**M2 wires**

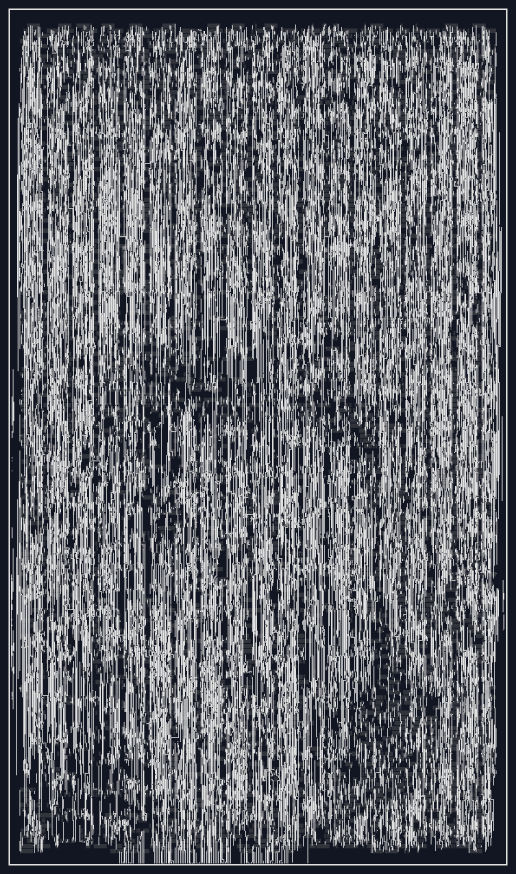
**Placed cells, one colour a class**

Scale bar: 100 um.
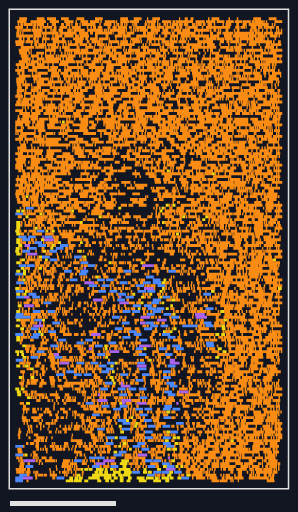
File: src/rtl/muldiv_unit_if.sv
// ----------------------------------------------------------------------------
// muldiv_unit_if
//   Request/response bundle between the execute stage and the multi-cycle
//   multiply/divide engine.
//
//   master (execute stage) drives:
//      start     - valid mult/div-class instruction held in execute
//      op[2:0]   - 0 MULT, 1 MULTU, 2 DIV, 3 DIVU, 4 MADD, 5 MADDU, 6 MSUB, 7 MSUBU
//      rs, rt    - forwarded operands (dividend/multiplicand, divisor/multiplier)
//      hi_in,
//      lo_in     - current HI/LO accumulator for the accumulate ops
//      stall     - execute stage stall
//      bubble    - operands not yet forwarded
//      nullify   - flush execute
//   slave (muldiv_unit) drives:
//      busy      - combinational; execute must be held
//      done      - result valid on hi_out/lo_out
//      hi_out,
//      lo_out    - registered 64-bit result
// ----------------------------------------------------------------------------
interface muldiv_unit_if;
   logic        start;
   logic [2:0]  op;
   logic [31:0] rs;
   logic [31:0] rt;
   logic [31:0] hi_in;
   logic [31:0] lo_in;
   logic        stall;
   logic        bubble;
   logic        nullify;
   logic        busy;
   logic        done;
   logic [31:0] hi_out;
   logic [31:0] lo_out;

   modport master (
      output start, op, rs, rt, hi_in, lo_in, stall, bubble, nullify,
      input  busy, done, hi_out, lo_out
   );

   modport slave (
      input  start, op, rs, rt, hi_in, lo_in, stall, bubble, nullify,
      output busy, done, hi_out, lo_out
   );
endinterface

File: src/rtl/muldiv_unit.sv
// ----------------------------------------------------------------------------
// muldiv_unit
//   Multi-cycle integer multiply/divide engine for the execute stage.
//   Multiplies take MUL_LATENCY cycles, divides take exactly 32 cycles
//   (restoring radix-2 on operand magnitudes, sign fixed on entry to DONE).
//   The result is held in DONE until execute is no longer stalled.
//
//   Parameters:
//      MUL_LATENCY - cycles spent in the MUL state (1..8)
//   Ports:
//      clk         - clock
//      reset       - synchronous, active-high reset
//      bus         - muldiv_unit_if.slave (request, controls, busy/done/result)
//   Configuration macro:
//      MULDIV_MADD_EN - when defined, ops 4..7 accumulate into {hi_in,lo_in};
//                       when undefined they behave as MULT/MULTU and the
//                       accumulator datapath is not built.
// ----------------------------------------------------------------------------
module muldiv_unit #(
   parameter int MUL_LATENCY = 2
) (
   input  logic         clk,
   input  logic         reset,
   muldiv_unit_if.slave bus
);

   localparam logic [1:0] ST_IDLE = 2'd0;
   localparam logic [1:0] ST_MUL  = 2'd1;
   localparam logic [1:0] ST_DIV  = 2'd2;
   localparam logic [1:0] ST_DONE = 2'd3;

   logic [1:0]  state_q, state_d;
   logic [5:0]  cnt_q;
   logic        sgn_q;        // signed operation (even op codes)
   logic [31:0] rs_q, rt_q;
   logic [31:0] quo_q;        // dividend magnitude shifting out, quotient shifting in
   logic [31:0] rem_q;        // partial remainder
   logic [31:0] hi_q, lo_q;
`ifdef MULDIV_MADD_EN
   logic        acc_en_q;
   logic        acc_sub_q;
   logic [63:0] acc_q;
`endif

   function automatic logic [31:0] mag(input logic [31:0] x, input logic sgn);
      return (sgn && x[31]) ? (~x + 32'd1) : x;
   endfunction

   logic accept;
   logic is_div_op;
   logic mul_last;
   logic div_last;

   assign accept    = (state_q == ST_IDLE) && bus.start && !bus.bubble && !bus.nullify;
   assign is_div_op = (bus.op == 3'd2) || (bus.op == 3'd3);
   assign mul_last  = (cnt_q == 6'(MUL_LATENCY - 1));
   assign div_last  = (cnt_q == 6'd31);

   // ---------------------------------------------------------------- divider
   logic [31:0] dvs_mag;
   logic [32:0] rem_sh;
   logic [32:0] rem_sub;
   logic [31:0] quo_step, rem_step;
   logic [31:0] div_hi, div_lo;

   always_comb begin
      dvs_mag = mag(rt_q, sgn_q);
      rem_sh  = {rem_q, quo_q[31]};
      rem_sub = rem_sh - {1'b0, dvs_mag};
      if (!rem_sub[32]) begin
         rem_step = rem_sub[31:0];
         quo_step = {quo_q[30:0], 1'b1};
      end else begin
         rem_step = rem_sh[31:0];
         quo_step = {quo_q[30:0], 1'b0};
      end
      // Final values use the last iteration's step directly. The magnitude
      // path already yields 0x8000_0000 / -1 = 0x8000_0000 rem 0.
      if (rt_q == 32'd0) begin
         div_lo = 32'hFFFF_FFFF;
         div_hi = rs_q;
      end else begin
         div_lo = (sgn_q && (rs_q[31] ^ rt_q[31])) ? (~quo_step + 32'd1) : quo_step;
         div_hi = (sgn_q && rs_q[31]) ? (~rem_step + 32'd1) : rem_step;
      end
   end

   // ------------------------------------------------------------- multiplier
   logic [63:0] a_ext, b_ext, prod, mul_res;

   always_comb begin
      a_ext = sgn_q ? {{32{rs_q[31]}}, rs_q} : {32'd0, rs_q};
      b_ext = sgn_q ? {{32{rt_q[31]}}, rt_q} : {32'd0, rt_q};
      // Low 64 bits of the extended product are the exact signed/unsigned result.
      prod  = a_ext * b_ext;
`ifdef MULDIV_MADD_EN
      if (acc_en_q)
         mul_res = acc_sub_q ? (acc_q - prod) : (acc_q + prod);
      else
         mul_res = prod;
`else
      mul_res = prod;
`endif
   end

   // -------------------------------------------------------------------- FSM
   always_comb begin
      state_d = state_q;
      case (state_q)
         ST_IDLE: if (accept)      state_d = is_div_op ? ST_DIV : ST_MUL;
         ST_MUL:  if (mul_last)    state_d = ST_DONE;
         ST_DIV:  if (div_last)    state_d = ST_DONE;
         ST_DONE: if (!bus.stall)  state_d = ST_IDLE;
         default:                  state_d = ST_IDLE;
      endcase
      if (bus.nullify)
         state_d = ST_IDLE;
   end

   always_ff @(posedge clk) begin
      if (reset) begin
         state_q   <= ST_IDLE;
         cnt_q     <= 6'd0;
         sgn_q     <= 1'b0;
         rs_q      <= 32'd0;
         rt_q      <= 32'd0;
         quo_q     <= 32'd0;
         rem_q     <= 32'd0;
         hi_q      <= 32'd0;
         lo_q      <= 32'd0;
`ifdef MULDIV_MADD_EN
         acc_en_q  <= 1'b0;
         acc_sub_q <= 1'b0;
         acc_q     <= 64'd0;
`endif
      end else begin
         state_q <= state_d;
         if (accept) begin
            cnt_q     <= 6'd0;
            sgn_q     <= ~bus.op[0];
            rs_q      <= bus.rs;
            rt_q      <= bus.rt;
            quo_q     <= mag(bus.rs, ~bus.op[0]);
            rem_q     <= 32'd0;
`ifdef MULDIV_MADD_EN
            acc_en_q  <= bus.op[2];
            acc_sub_q <= bus.op[1];
            acc_q     <= {bus.hi_in, bus.lo_in};
`endif
         end else if (state_q == ST_MUL || state_q == ST_DIV) begin
            cnt_q <= cnt_q + 6'd1;
            if (state_q == ST_DIV) begin
               quo_q <= quo_step;
               rem_q <= rem_step;
            end
         end
         // Results change only on entry to DONE; a nullify suppresses entry.
         if (state_d == ST_DONE && state_q == ST_MUL) begin
            hi_q <= mul_res[63:32];
            lo_q <= mul_res[31:0];
         end else if (state_d == ST_DONE && state_q == ST_DIV) begin
            hi_q <= div_hi;
            lo_q <= div_lo;
         end
      end
   end

   assign bus.busy   = ((state_q == ST_IDLE) && bus.start && !bus.bubble)
                       || (state_q == ST_MUL) || (state_q == ST_DIV);
   assign bus.done   = (state_q == ST_DONE);
   assign bus.hi_out = hi_q;
   assign bus.lo_out = lo_q;

endmodule

File: src/flat_wrapper.sv
// flat-port wrapper written by rule: the top's interface ports become plain ports
module muldiv_unit_flat 
#(
   parameter int MUL_LATENCY = 2
)
  (clk, reset, bus_start, bus_op, bus_rs, bus_rt, bus_hi_in, bus_lo_in, bus_stall, bus_bubble, bus_nullify, bus_busy, bus_done, bus_hi_out, bus_lo_out);
  muldiv_unit_if bus_i ();
  input  logic clk;
  input  logic reset;
  input wire logic [$bits(bus_i.start)-1:0] bus_start;
  input wire logic [$bits(bus_i.op)-1:0] bus_op;
  input wire logic [$bits(bus_i.rs)-1:0] bus_rs;
  input wire logic [$bits(bus_i.rt)-1:0] bus_rt;
  input wire logic [$bits(bus_i.hi_in)-1:0] bus_hi_in;
  input wire logic [$bits(bus_i.lo_in)-1:0] bus_lo_in;
  input wire logic [$bits(bus_i.stall)-1:0] bus_stall;
  input wire logic [$bits(bus_i.bubble)-1:0] bus_bubble;
  input wire logic [$bits(bus_i.nullify)-1:0] bus_nullify;
  output wire logic [$bits(bus_i.busy)-1:0] bus_busy;
  output wire logic [$bits(bus_i.done)-1:0] bus_done;
  output wire logic [$bits(bus_i.hi_out)-1:0] bus_hi_out;
  output wire logic [$bits(bus_i.lo_out)-1:0] bus_lo_out;
  assign bus_i.start = bus_start;
  assign bus_i.op = bus_op;
  assign bus_i.rs = bus_rs;
  assign bus_i.rt = bus_rt;
  assign bus_i.hi_in = bus_hi_in;
  assign bus_i.lo_in = bus_lo_in;
  assign bus_i.stall = bus_stall;
  assign bus_i.bubble = bus_bubble;
  assign bus_i.nullify = bus_nullify;
  assign bus_busy = bus_i.busy;
  assign bus_done = bus_i.done;
  assign bus_hi_out = bus_i.hi_out;
  assign bus_lo_out = bus_i.lo_out;
  muldiv_unit #(.MUL_LATENCY(MUL_LATENCY)) u_core (.clk(clk), .reset(reset), .bus(bus_i));
endmodule
File: config.mk
export PLATFORM = sky130hd
export DESIGN_NAME = muldiv_unit_flat
export DESIGN_NICKNAME = d
export VERILOG_FILES = /design/src/rtl/muldiv_unit_if.sv /design/src/rtl/muldiv_unit.sv /design/src/flat_wrapper.sv
export SDC_FILE = /design/constraint.sdc
export NUM_CORES = 2
export LEC_CHECK = 0
export ABC_AREA = 1
export CAP_MARGIN = 20
export CORE_ASPECT_RATIO = 1.75
export CORE_MARGIN = 5
export CORE_UTILIZATION = 57
export DETAILED_ROUTE_END_ITERATION = 8
export MAX_ROUTING_LAYER = met4
export PLACE_DENSITY_LB_ADDON = 0.08
export SLEW_MARGIN = 25
export SYNTH_ARGS = -nofsm -noshare
export SYNTH_HDL_FRONTEND = slang
export SYNTH_SLANG_ARGS = --single-unit
export TNS_END_PERCENT = 5
File: constraint.sdc
create_clock -name clk -period 26.4 [get_ports clk]
set_input_delay 5.28 -clock clk [delete_from_list [all_inputs] [get_ports clk]]
set_output_delay 5.28 -clock clk [all_outputs]
set_load 0.005 [all_outputs]
==> results.txt <==
The flow completed. Leaving out buffers and inverters, the combinational logic in the layout accounts for 0.0489 mm^2. The transition time recorded at the tightest slew-check pin is 1080 ps. Looking at the post-CTS report, the setup buffer insertion count equals 0. Of the total power, combinational logic draws 0.537. Leaving out fill and tap cells, the most frequent cell in the layout is sky130_fd_sc_hd__inv_1.

Fraction of registers with async set or reset after synthesis landed at 0. Signal routing reaches up to met4. Across the placement rows, the number of tap cells is 1476.

Number of buffers added to fix hold violations after cts landed at 0. Worst reg-to-reg path cell count landed at 33. The worst setup path is launched from an input port. Yosys reported a register bit count of 201.

The report lists the cells along the critical path as clkdlybuf4s50_1 -> nand2_1 -> nor2_1 -> inv_1 -> nand3_1 -> clkdlybuf4s50_1. Met3 global-route usage landed at 0.0458. Critical path buffer and inverter count landed at 3. For reference, the critical path is launched at bus_start. Number of standard cells in the final layout excluding fillers landed at 9772. Average cell area after synthesis landed at 7.62 um^2. Remaining design rule violation count landed at 0.

Ratio of final minimum period to clock period landed at 0.448. Yosys instantiated no cell more often than sky130_fd_sc_hd__inv_1. Remaining number of nets flagged by the antenna check after routing landed at 0.

The critical path is of the in2out type. Number of buffers outside the clock class in the layout landed at 228. Fraction of layout cells with a size suffix above 1 landed at 0.0310. For reference, the top cells by area after synthesis are sky130_fd_sc_hd__fa_1, sky130_fd_sc_hd__inv_1, sky130_fd_sc_hd__nand2_1. Setup TNS after final layout landed at 0 ps. Met1 usage in global routing landed at 0.418. The fraction of final cell area spent on non-clock buffers in this run is 0.0305.

The cell that appears most often on the critical path is sky130_fd_sc_hd__clkdlybuf4s50_1. Chip area line of the yosys report landed at 0.0639 mm^2. The group that draws the most power in this run is combinational logic.

Per the final report, max-transition violations number 0. Antenna cell count landed at 3. The run finished with clean final reports.

Per the hold report, the tightest min-delay path originates at u_core.bus.lo_out[9]$_SDFFE_PP0P_. At floorplan, the net count of the design was reported as 10300.
Notes on 'M2 wires' above:
- longest straight run: 143 um
- share of all routed wire: 50%
- main direction: vertical
- nets with wire on the layer: 8492
DR vias: 53900
met2 Use GR: 0.689
total wire length: 231 mm

Notes on 'placed cells, one colour a class' above:
- registers: blue (cells 201; share of their area 6.2%)
- remaining buffers and delay cells: yellow (cells 228; share of their area 3.1%)
- clock drivers and dummy loads: purple (cells 45; share of their area 1.4%)
- remaining logic cells: orange (cells 7819; share of their area 89%)
Floorplan Core Area: 0.111 mm^2
proportion of cell area occupied by registers: 0.0601
post-route cell area: 0.0673 mm^2
Site Rows: 162

Power and IR drop assume default switching activity.
